--- src/rtl/mips_encoder.sv ---
// mips_encoder: turns mnemonic-level requests into MIPS32 machine words.
// The li pseudo-instruction expands to one or two words (lui/ori). Encoded words
// are queued in a DEPTH-entry FIFO and presented on a valid/ready output.
//
// Ports:
//   clk        system clock, rising edge
//   reset      asynchronous, active-high; clears FIFO, FSM and error state
//   req_*      request channel: valid/ready handshake, mnemonic code and fields
//   ins_*      output channel: FIFO head word with valid/ready handshake
//   err        sticky flag, set when an invalid code is accepted
//   err_cnt    saturating count of accepted invalid codes
module mips_encoder #(
  parameter int unsigned DEPTH = 4,
  parameter int unsigned CW    = 8
) (
  input  logic          clk,
  input  logic          reset,
  input  logic          req_valid,
  output logic          req_ready,
  input  logic [5:0]    req_code,
  input  logic [4:0]    req_rs,
  input  logic [4:0]    req_rt,
  input  logic [4:0]    req_rd,
  input  logic [4:0]    req_shamt,
  input  logic [31:0]   req_imm,
  output logic          ins_valid,
  input  logic          ins_ready,
  output logic [31:0]   ins_word,
  output logic          err,
  output logic [CW-1:0] err_cnt
);

  localparam int unsigned AW = $clog2(DEPTH);
  localparam logic [AW:0] FULL = (AW+1)'(DEPTH);

  localparam logic [0:0] IDLE = 1'b0;
  localparam logic [0:0] LI2  = 1'b1;

  localparam logic [5:0] CODE_LI = 6'd54;

  function automatic logic [31:0] r_op(input logic [4:0] rs, input logic [4:0] rt,
                                       input logic [4:0] rd, input logic [4:0] sh,
                                       input logic [5:0] fn);
    return {6'h00, rs, rt, rd, sh, fn};
  endfunction

  function automatic logic [31:0] i_op(input logic [5:0] op, input logic [4:0] rs,
                                       input logic [4:0] rt, input logic [15:0] imm);
    return {op, rs, rt, imm};
  endfunction

  logic [0:0]    state;
  logic [31:0]   mem [DEPTH];
  logic [AW-1:0] wr_ptr, rd_ptr;
  logic [AW:0]   count, count_d;
  logic [4:0]    li_rt;
  logic [15:0]   li_lo;

  logic [31:0] enc_word, push_word;
  logic        enc_ok, accept, li_split, li_push, push, pop;

  logic [15:0] imm16, imm_hi;
  assign imm16  = req_imm[15:0];
  assign imm_hi = req_imm[31:16];

  // Word for the current request; for li this is the first (or only) word.
  always_comb begin
    enc_word = '0;
    enc_ok   = 1'b1;
    case (req_code)
      6'd0:  enc_word = '0;
      6'd1:  enc_word = i_op(6'h20, req_rs, req_rt, imm16);
      6'd2:  enc_word = i_op(6'h24, req_rs, req_rt, imm16);
      6'd3:  enc_word = i_op(6'h21, req_rs, req_rt, imm16);
      6'd4:  enc_word = i_op(6'h25, req_rs, req_rt, imm16);
      6'd5:  enc_word = i_op(6'h23, req_rs, req_rt, imm16);
      6'd6:  enc_word = i_op(6'h28, req_rs, req_rt, imm16);
      6'd7:  enc_word = i_op(6'h29, req_rs, req_rt, imm16);
      6'd8:  enc_word = i_op(6'h2B, req_rs, req_rt, imm16);
      6'd9:  enc_word = r_op(req_rs, req_rt, req_rd, 5'd0, 6'h20);
      6'd10: enc_word = r_op(req_rs, req_rt, req_rd, 5'd0, 6'h21);
      6'd11: enc_word = r_op(req_rs, req_rt, req_rd, 5'd0, 6'h22);
      6'd12: enc_word = r_op(req_rs, req_rt, req_rd, 5'd0, 6'h23);
      6'd13: enc_word = r_op(req_rs, req_rt, 5'd0, 5'd0, 6'h18);
      6'd14: enc_word = r_op(req_rs, req_rt, 5'd0, 5'd0, 6'h19);
      6'd15: enc_word = r_op(req_rs, req_rt, 5'd0, 5'd0, 6'h1A);
      6'd16: enc_word = r_op(req_rs, req_rt, 5'd0, 5'd0, 6'h1B);
      6'd17: enc_word = r_op(5'd0, req_rt, req_rd, req_shamt, 6'h00);
      6'd18: enc_word = r_op(5'd0, req_rt, req_rd, req_shamt, 6'h02);
      6'd19: enc_word = r_op(5'd0, req_rt, req_rd, req_shamt, 6'h03);
      6'd20: enc_word = r_op(req_rs, req_rt, req_rd, 5'd0, 6'h04);
      6'd21: enc_word = r_op(req_rs, req_rt, req_rd, 5'd0, 6'h06);
      6'd22: enc_word = r_op(req_rs, req_rt, req_rd, 5'd0, 6'h07);
      6'd23: enc_word = r_op(req_rs, req_rt, req_rd, 5'd0, 6'h24);
      6'd24: enc_word = r_op(req_rs, req_rt, req_rd, 5'd0, 6'h25);
      6'd25: enc_word = r_op(req_rs, req_rt, req_rd, 5'd0, 6'h26);
      6'd26: enc_word = r_op(req_rs, req_rt, req_rd, 5'd0, 6'h27);
      6'd27: enc_word = r_op(req_rs, req_rt, req_rd, 5'd0, 6'h2A);
      6'd28: enc_word = r_op(req_rs, req_rt, req_rd, 5'd0, 6'h2B);
      6'd29: enc_word = i_op(6'h08, req_rs, req_rt, imm16);
      6'd30: enc_word = i_op(6'h09, req_rs, req_rt, imm16);
      6'd31: enc_word = i_op(6'h0C, req_rs, req_rt, imm16);
      6'd32: enc_word = i_op(6'h0D, req_rs, req_rt, imm16);
      6'd33: enc_word = i_op(6'h0E, req_rs, req_rt, imm16);
      6'd34: enc_word = i_op(6'h0F, 5'd0, req_rt, imm16);
      6'd35: enc_word = i_op(6'h0A, req_rs, req_rt, imm16);
      6'd36: enc_word = i_op(6'h0B, req_rs, req_rt, imm16);
      6'd37: enc_word = i_op(6'h04, req_rs, req_rt, imm16);
      6'd38: enc_word = i_op(6'h05, req_rs, req_rt, imm16);
      6'd39: enc_word = i_op(6'h06, req_rs, 5'd0, imm16);
      6'd40: enc_word = i_op(6'h07, req_rs, 5'd0, imm16);
      6'd41: enc_word = i_op(6'h01, req_rs, 5'd0, imm16);  // REGIMM bltz
      6'd42: enc_word = i_op(6'h01, req_rs, 5'd1, imm16);  // REGIMM bgez
      6'd43: enc_word = {6'h02, req_imm[25:0]};
      6'd44: enc_word = {6'h03, req_imm[25:0]};
      6'd45: enc_word = r_op(req_rs, 5'd0, req_rd, 5'd0, 6'h09);
      6'd46: enc_word = r_op(req_rs, 5'd0, 5'd0, 5'd0, 6'h08);
      6'd47: enc_word = r_op(5'd0, 5'd0, req_rd, 5'd0, 6'h10);
      6'd48: enc_word = r_op(5'd0, 5'd0, req_rd, 5'd0, 6'h12);
      6'd49: enc_word = r_op(req_rs, 5'd0, 5'd0, 5'd0, 6'h11);
      6'd50: enc_word = r_op(req_rs, 5'd0, 5'd0, 5'd0, 6'h13);
      6'd51: enc_word = 32'h4200_0018;
      6'd52: enc_word = {6'h10, 5'd0, req_rt, req_rd, 11'd0};
      6'd53: enc_word = {6'h10, 5'd4, req_rt, req_rd, 11'd0};
      // li: a value that fits in 16 zero-extended bits needs only ori from $0.
      6'd54: enc_word = (imm_hi == 16'd0) ? i_op(6'h0D, 5'd0, req_rt, imm16)
                                          : i_op(6'h0F, 5'd0, req_rt, imm_hi);
      default: enc_ok = 1'b0;
    endcase
  end

  assign req_ready = !reset && (state == IDLE) && (count < FULL);
  assign accept    = req_valid && req_ready;
  assign li_split  = accept && (req_code == CODE_LI) && (imm_hi != 16'd0) && (imm16 != 16'd0);
  // Only the registered count gates the ori; a same-cycle pop is not forwarded.
  assign li_push   = (state == LI2) && (count < FULL);
  assign push      = (accept && enc_ok) || li_push;
  assign pop       = ins_valid && ins_ready;
  assign push_word = (state == LI2) ? i_op(6'h0D, li_rt, li_rt, li_lo) : enc_word;
  assign count_d   = count + (AW+1)'(push) - (AW+1)'(pop);

  assign ins_valid = (count != '0);
  assign ins_word  = mem[rd_ptr];

  always_ff @(posedge clk or posedge reset) begin
    if (reset) begin
      state   <= IDLE;
      wr_ptr  <= '0;
      rd_ptr  <= '0;
      count   <= '0;
      li_rt   <= '0;
      li_lo   <= '0;
      err     <= 1'b0;
      err_cnt <= '0;
      for (int unsigned i = 0; i < DEPTH; i++) begin
        mem[i] <= '0;
      end
    end else begin
      if (push) begin
        mem[wr_ptr] <= push_word;
        wr_ptr      <= wr_ptr + AW'(1);
      end
      if (pop) begin
        rd_ptr <= rd_ptr + AW'(1);
      end
      count <= count_d;

      if (accept && !enc_ok) begin
        err <= 1'b1;
        if (err_cnt != '1) begin
          err_cnt <= err_cnt + CW'(1);
        end
      end

      case (state)
        IDLE: begin
          if (li_split) begin
            state <= LI2;
            li_rt <= req_rt;
            li_lo <= imm16;
          end
        end
        default: begin
          if (li_push) begin
            state <= IDLE;
          end
        end
      endcase
    end
  end

endmodule
--- config.mk ---
export PLATFORM = sky130hd
export DESIGN_NAME = mips_encoder
export DESIGN_NICKNAME = d
export VERILOG_FILES = /design/src/rtl/mips_encoder.sv
export SDC_FILE = /design/constraint.sdc
export NUM_CORES = 1
export LEC_CHECK = 0
export CORE_MARGIN = 2
export CORE_UTILIZATION = 46
export DETAILED_ROUTE_END_ITERATION = 12
export PLACE_DENSITY = 0.68
export SLEW_MARGIN = 40
export SYNTH_ARGS = -nofsm -noshare
export SYNTH_HDL_FRONTEND = slang
export SYNTH_SLANG_ARGS = --single-unit
--- constraint.sdc ---
create_clock -name clk -period 11.6 [get_ports clk]
set_clock_uncertainty 0.1 [all_clocks]
set_input_delay 2.9 -clock clk [delete_from_list [all_inputs] [get_ports clk]]
set_output_delay 2.9 -clock clk [all_outputs]
set_load 0.02 [all_outputs]
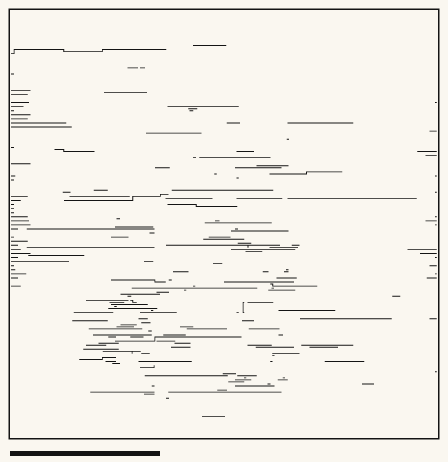
Figure 1: M3 wires.
Bar = 50 um.
main direction: horizontal
nets with wire on the layer: 133
final WL: 24900 um
met3 GRT Util: 0.0453
Vias: 7232

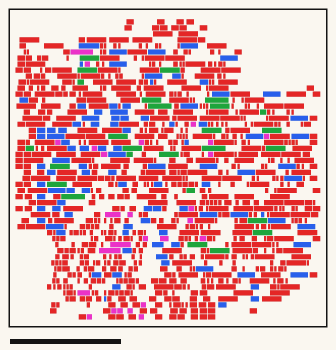
Figure 2: cells by drive strength.
Bar = 50 um.
[red] x1 and smaller | cells: 786
[magenta] x3 and x4 | cells: 26
[green] x6 and larger | cells: 26
[blue] x2 | cells: 99
post-route cell area: 10700 um^2
final setup margin: 4190 ps
Area growth, synth to finish: 20.7%
Non-clk bufs: 120

==> results.cfg <==
; synthesis and place-and-route metrics
[run_status]
status = finished clean

[final_timing]
fmax_mhz = 135
hold_violations = 0
fin_crit_ps = 7410
tns_ps = 0
relSlewSlack = 0.448
rsz0062_at_grt = no
slew_violations = 0

[final_layout]
final_common_cell = dfrtp_1
utilization = 0.569
layout.nets = 994
layout_top_cells = 164 x dfrtp_1, 119 x nand2_1, 104 x clkdlybuf4s50_1
diodes = 0
fin_cells = 1171
fill_cells = 1593

[cts]
insertion_delay_ps = 430
ctsHoldBuffers = 0
clkSlewWorstSetupHoldPaths_ps = 60
h-tree-depth = 4
post_cts_resized = 0
cts_root_buf = clkbuf_16
cts_setup_buffers = 0
cts_max_path_buffers = 2
cts_tree = done
clock_sinks = 166

[worst_setup_path]
max_stage_delay_ps = 670
reg2regPathDepth = 6
worst-path-stages = 3
cp-end-kind = output port
cp_max_fo = 3
reg2reg_from = state
r2r_slack_ps = 8370
crit_top_cell = clkdlybuf4s50_1
critical_path.top_delay_family = buffers and inverters
path_buffers = 2
critPathSlowestCell = clkdlybuf4s50_1
crit_required_ps = 8600
setup.worst_path.class = in -> out

[grt]
grt.total_usage = 0.255
grt_pass1_vias = 7088
grt_overflow = 0
grt_pass1_wl_um = 39500

[yosys]
fp_nets = 918
synthesis.area_um2 = 8850
ys.flops = 166
synth.avg_cell_area_um2 = 10.4
ff_type = dfrtp_1
xor_area_frac = 0.0129
logic_family = AND-OR/OR-AND gates
synth_warnings = 0
adder_share = 0.0122
ys_chip_area_um2 = 8850
synthArstFlopShare = 1.00

[power]
power_density_nw_per_um2 = 232
power_mw = 2.48
ir_drop_mv = 0.160

[place]
hpwlAfterDp_um = 17000
io_buffers = 104
dp_slack_ps = 4190

[routing]
via_per_inst = 6.18
drc = 0
antenna_left = 0
drtIter0Drc = 707
wl_per_cell_um = 21.3

[job]
warning_count = 29
max_cap_viol_count = 0
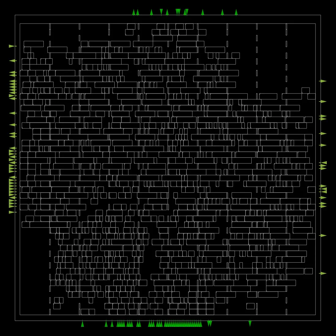
Figure 3: placed standard cells.
tap cell count: 234
num rows: 50
flop count: 166
Core ar.: 18800 um^2

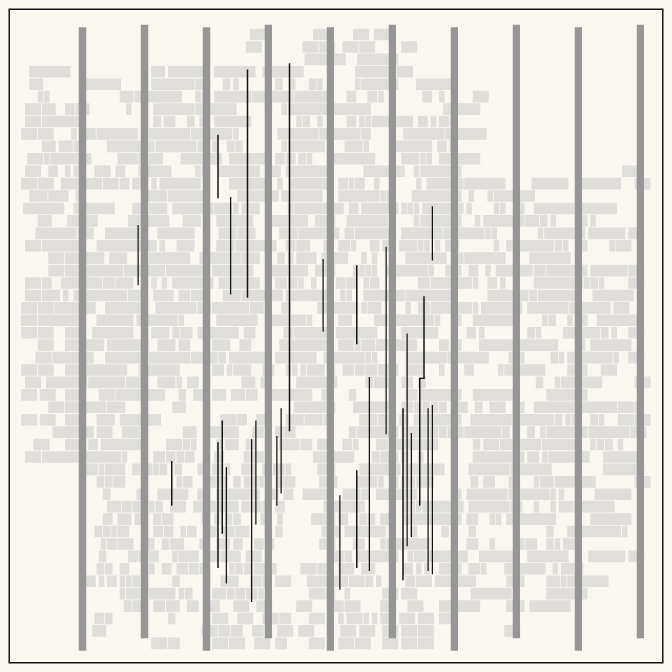
Figure 4: metal 4.
Supply wires on this layer in gray. Cells faint in the background.
wire length on this layer: 748 um
nets with wire on the layer: 23

[layout make-up]
| type | instances | share of cell area |
|---|---|---|
| repair buffers | 120 | 0.109 |
| multi-input cells | 601 | 0.409 |
| clock inverters | 15 | 0.0189 |
| flip-flops and latches | 166 | 0.389 |
| well taps | 234 | 0.0274 |
| inverters | 18 | 0.00703 |
| clock buffers | 17 | 0.0398 |
[state kept, by name, indices dropped and copies added (netlist names)]
signal   count
wr_ptr       2
li_rt        5
state        1
err          1
rd_ptr       2
err_cnt      8
li_lo       16
mem        128
count        3
[cell usage after synthesis (all sizes together) (3+ instances only)]
library cell	count	area share
dfrtp	166	0.47
nand2	121	0.052
nor2	65	0.028
o21ai	55	0.031
mux2	50	0.064
buf	38	0.024
mux4	32	0.081
a21oi	30	0.017
a31oi	30	0.021
clkbuf	25	0.011
nand3	24	0.014
o211ai	21	0.018
inv	18	0.0076
nor2b	12	0.0085
nor4	11	0.0085
a21boi	10	0.0085
and2	10	0.0071
a221oi	9	0.012
nand2b	8	0.0057
xnor2	8	0.0079
a222oi	7	0.0079
a22oi	7	0.0059
ha	7	0.0099
nor3	7	0.0052
nand4	6	0.0042
o221ai	6	0.0059
a22o	5	0.0049
mux2i	5	0.0057
o21a	5	0.0042
xor2	5	0.0049
o22ai	4	0.0042
a211oi	3	0.0037
a21o	3	0.0025
a2bb2oi	3	0.0030
and3	3	0.0021
[report_power, final]
group	switching, mW	total [mW]	internal [mW]
sequential	0.152	0.949	0.797
combinational	0.443	0.927	0.483
clock	0.241	0.603	0.362
[metal layers]
layer,vias to the layer above,global-route usage,routed length (um)
met5,-,0,0
met4,0,0.0870,748
met3,57,0.0453,1660
met2,308,0.397,11500
met1,3591,0.362,10900
li1,3276,-,-
